--- config.mk ---
export PLATFORM = sky130hd
export DESIGN_NAME = flag_intr_unit
export DESIGN_NICKNAME = d
export VERILOG_FILES = /design/src/rtl/cpu_pkg.sv /design/src/rtl/int_sync.sv /design/src/rtl/flag_intr_unit.sv
export SDC_FILE = /design/constraint.sdc
export NUM_CORES = 1
export LEC_CHECK = 0
export ABC_AREA = 1
export CAP_MARGIN = 15
export CORE_AREA = 2 2 39 41
export DETAILED_ROUTE_END_ITERATION = 16
export DIE_AREA = 0 0 41 43
export SLEW_MARGIN = 20
export SYNTH_ARGS = -nofsm -noshare
export SYNTH_HDL_FRONTEND = slang
export SYNTH_HIERARCHICAL = 1
export SYNTH_SLANG_ARGS = --single-unit
--- constraint.sdc ---
create_clock -name CLK -period 0.8 [get_ports CLK]
set_input_delay 0.12 -clock CLK [delete_from_list [all_inputs] [get_ports CLK]]
set_output_delay 0.12 -clock CLK [all_outputs]
set_load 0.01 [all_outputs]
--- src/rtl/cpu_pkg.sv ---
// Types and constants shared across the CPU core blocks.
package cpu_pkg;

    typedef enum logic {
        FLG_SRC_ALU  = 1'b0,
        FLG_SRC_SHAD = 1'b1
    } flg_ld_sel_t;

    localparam int SYNC_STAGES_DEF = 2;

endpackage

--- src/rtl/int_sync.sv ---
// Synchronizer for the asynchronous interrupt line, with a one-cycle
// history flop for rising-edge detection.
module int_sync #(
    parameter int SYNC_STAGES = cpu_pkg::SYNC_STAGES_DEF
) (
    input  logic CLK,
    input  logic RESET,
    input  logic INT_IN,
    output logic s_int,
    output logic rise
);

    logic [SYNC_STAGES-1:0] sync_q;
    logic                   prev_q;

    always_ff @(posedge CLK) begin
        if (RESET) begin
            sync_q <= '0;
            prev_q <= 1'b0;
        end else begin
            sync_q <= {sync_q[SYNC_STAGES-2:0], INT_IN};
            prev_q <= sync_q[SYNC_STAGES-1];
        end
    end

    assign s_int = sync_q[SYNC_STAGES-1];
    // History resets to 0, so a line held high through reset yields one edge.
    assign rise  = s_int & ~prev_q;

endmodule

--- src/rtl/flag_intr_unit.sv ---
// C/Z/I flags with shadow copies, and the pending-interrupt latch that
// produces INTERRUPT for the control unit.
module flag_intr_unit
    import cpu_pkg::*;
#(
    parameter int SYNC_STAGES = SYNC_STAGES_DEF,
    parameter bit INT_EDGE    = 1'b1
) (
    input  logic CLK,
    input  logic RESET,
    input  logic ALU_C,
    input  logic ALU_Z,
    input  logic FLG_C_SET,
    input  logic FLG_C_CLR,
    input  logic FLG_C_LD,
    input  logic FLG_Z_LD,
    input  logic FLG_LD_SEL,
    input  logic FLG_SHAD_LD,
    input  logic I_SET,
    input  logic I_CLR,
    input  logic INT_IN,
    input  logic INT_ACK,
    output logic C,
    output logic Z,
    output logic I_EN,
    output logic INT_PEND,
    output logic INTERRUPT
);

    logic        c_q, c_d;
    logic        z_q, z_d;
    logic        shad_c_q, shad_c_d;
    logic        shad_z_q, shad_z_d;
    logic        i_en_q, i_en_d;
    logic        pend_q, pend_d;
    logic        s_int, rise;
    flg_ld_sel_t ld_sel;

    int_sync #(.SYNC_STAGES(SYNC_STAGES)) u_int_sync (
        .CLK   (CLK),
        .RESET (RESET),
        .INT_IN(INT_IN),
        .s_int (s_int),
        .rise  (rise)
    );

    assign ld_sel = flg_ld_sel_t'(FLG_LD_SEL);

    always_comb begin
        c_d = c_q;
        if (FLG_C_CLR)
            c_d = 1'b0;
        else if (FLG_C_SET)
            c_d = 1'b1;
        else if (FLG_C_LD)
            c_d = (ld_sel == FLG_SRC_SHAD) ? shad_c_q : ALU_C;

        z_d = z_q;
        if (FLG_Z_LD)
            z_d = (ld_sel == FLG_SRC_SHAD) ? shad_z_q : ALU_Z;

        // Shadow always takes pre-edge flags, which makes a simultaneous
        // shadow load plus shadow-sourced flag load a swap.
        shad_c_d = FLG_SHAD_LD ? c_q : shad_c_q;
        shad_z_d = FLG_SHAD_LD ? z_q : shad_z_q;

        i_en_d = i_en_q;
        if (I_CLR)
            i_en_d = 1'b0;
        else if (I_SET)
            i_en_d = 1'b1;

        // A new edge beats an acknowledge so it is never dropped.
        if (INT_EDGE)
            pend_d = rise ? 1'b1 : (INT_ACK ? 1'b0 : pend_q);
        else
            pend_d = s_int;
    end

    always_ff @(posedge CLK) begin
        if (RESET) begin
            c_q      <= 1'b0;
            z_q      <= 1'b0;
            shad_c_q <= 1'b0;
            shad_z_q <= 1'b0;
            i_en_q   <= 1'b0;
            pend_q   <= 1'b0;
        end else begin
            c_q      <= c_d;
            z_q      <= z_d;
            shad_c_q <= shad_c_d;
            shad_z_q <= shad_z_d;
            i_en_q   <= i_en_d;
            pend_q   <= pend_d;
        end
    end

    assign C         = c_q;
    assign Z         = z_q;
    assign I_EN      = i_en_q;
    assign INT_PEND  = pend_q;
    assign INTERRUPT = pend_q & i_en_q;

endmodule

m3.png
Scale: 12 px per um. Cells faint in the background.
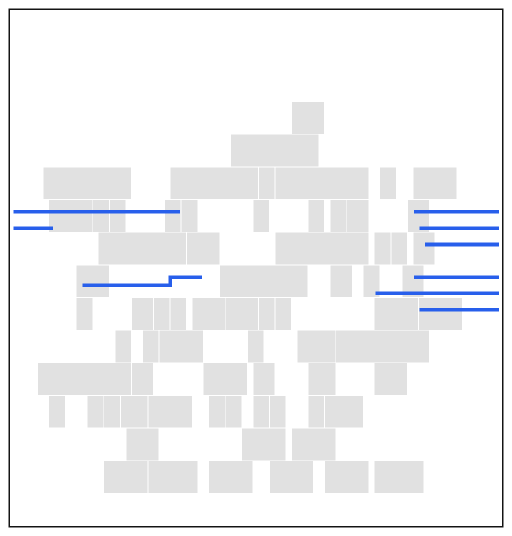
The longest straight run is 13.6 um. The layer carries 69.0 um of wire.
Total Wirelength: 708 um
grt met3 use: 0.0785
DR vias: 332

util_map.png
Scale: 8 px per um. The die is cut into 8 by 9 equal tiles; dark blue is low, red is high, 0 to 100% covered.
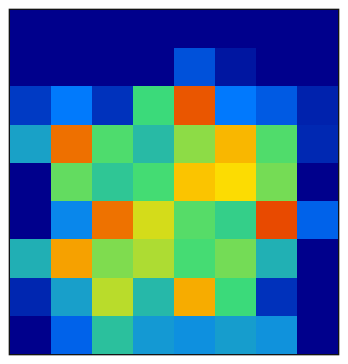
29% of the tiles are nearly empty. The densest ninth of the die: center. The mean over all tiles is 32%.

==> Slide: Implementation Results <==
Run Summary

Status
  • Outcome: finished with violations
  • Violated checks: setup timing

Floorplanning
  • Die area: 0.00176 mm^2
  • Die X: 41 um
  • IO Pins: 19
  • Die Ht: 43 um
  • Rows: 14
  • N_taps: 16
  • Std-Cell Core Area: 0.00138 mm^2

Layout
  • Area growth syn-to-layout: 73.3%
  • Clock buffers: 4
  • Inverters: 11
  • Share of cells above drive strength 1: 0.268
  • Flop area: 185 um^2
  • ClkCell Share: 0.0449
  • Non-clock buffers: 21
  • Ant diodes: 0
  • Finished Cell Area: 586 um^2
  • Max reg flops: 2
  • Number of logic gates: 26
  • Most numerous logic cells after layout: clkdlybuf4s50_1 (13), inv_1 (10), nand2_1 (8), nor2_1 (8), dfxtp_1 (5)
  • Flop share of the area: 0.316
  • Nets: 86

Hold path
  • Hold path startpoint: INT_IN
  • Hold path depth: 3

Logic synthesis
  • Mapped Area: 338 um^2
  • Top_reg_cell synth: dfxtp_1
  • Yosys reg bits: 9
  • Post-synthesis net count: 60
  • Comb area leader: simple AND/OR/NAND/NOR gates
  • Simple-gate share of the synthesized area: 0.252
  • Largest cells by area: dfxtp_1 (53%), inv_1 (11%), nor2_1 (10%)

Power and ir drop
  • Comb pwr share: 0.163
  • Clk. pwr: 0.000339 W
  • Cell Pwr Density: 1670 mW/mm^2
  • Reg power frac: 0.491
  • Switching part of the total: 0.220
  • Cell-internal power: 0.000765 W
  • Maximum VDD drop: 1.26 mV
  • Leak: 0.286 nW

Setup path
  • Worst R2R Path Depth: 3
  • Worst r2r dst: C
  • Critical Path Stages: 3
  • Worst EP required: 0.68 ns
  • Arr. time, crit path: 0.78 ns
  • CP Capture Point: INTERRUPT
  • Critical path launch point: INT_PEND
  • CP Max Fanout: 3
  • Setup crit start kind: register
  • CP delay by family, top: flip-flops

STA
  • WHS: 0.374 ns
  • Fin crit period: 0.902 ns
  • Worst Slack Setup Final: -0.102 ns
  • Fin. max-slew vios: 0
  • Peak Freq: 1.11 GHz
  • Setup-failing EPs final: 5

GRT
  • Number of global-route vias before repair: 324
  • Gr ovfl total: 0
  • GRT Total Usage: 0.109
  • First-pass GRT wire length: 1.26 mm

CTS
  • Setup bufs post-CTS: 0
  • Post-CTS sizing: 27
  • Post-CTS Hold Buffers: 0
  • Root Buffer: clkbuf_4
  • # H-tree levels: 1
  • CTS Sinks: 9
  • Clock Path Buffers: 2
  • Num CTS Buffers: 3

Place
  • IO buf count: 18
  • Detailed Place HPWL: 525 um
  • Final Wtd Congestion: 0.691
  • Placed insts: 83

Drt
  • Met3 WL: 69 um
  • Top Layer Used: met3
  • Number of vias per cell: 3.82
  • Metal2 WL: 305 um
congestion_map.png
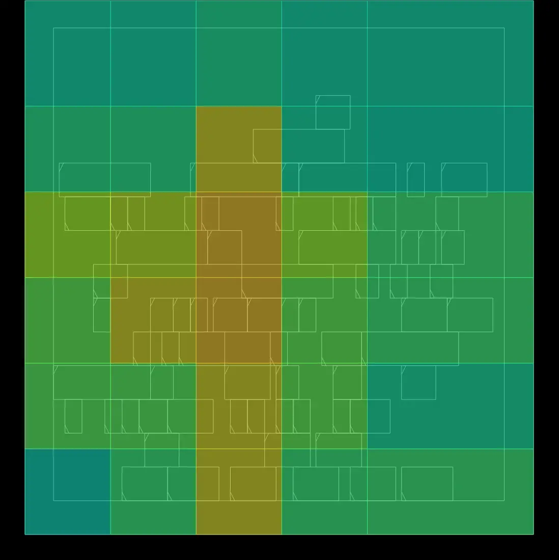
M2 GR Usage: 0.147
Avg WL per Cell: 8.14 um
global route hottest layer: met2
met1 Usage GRT: 0.130

Power figures rest on the tool's default switching activity, not on a simulated workload.
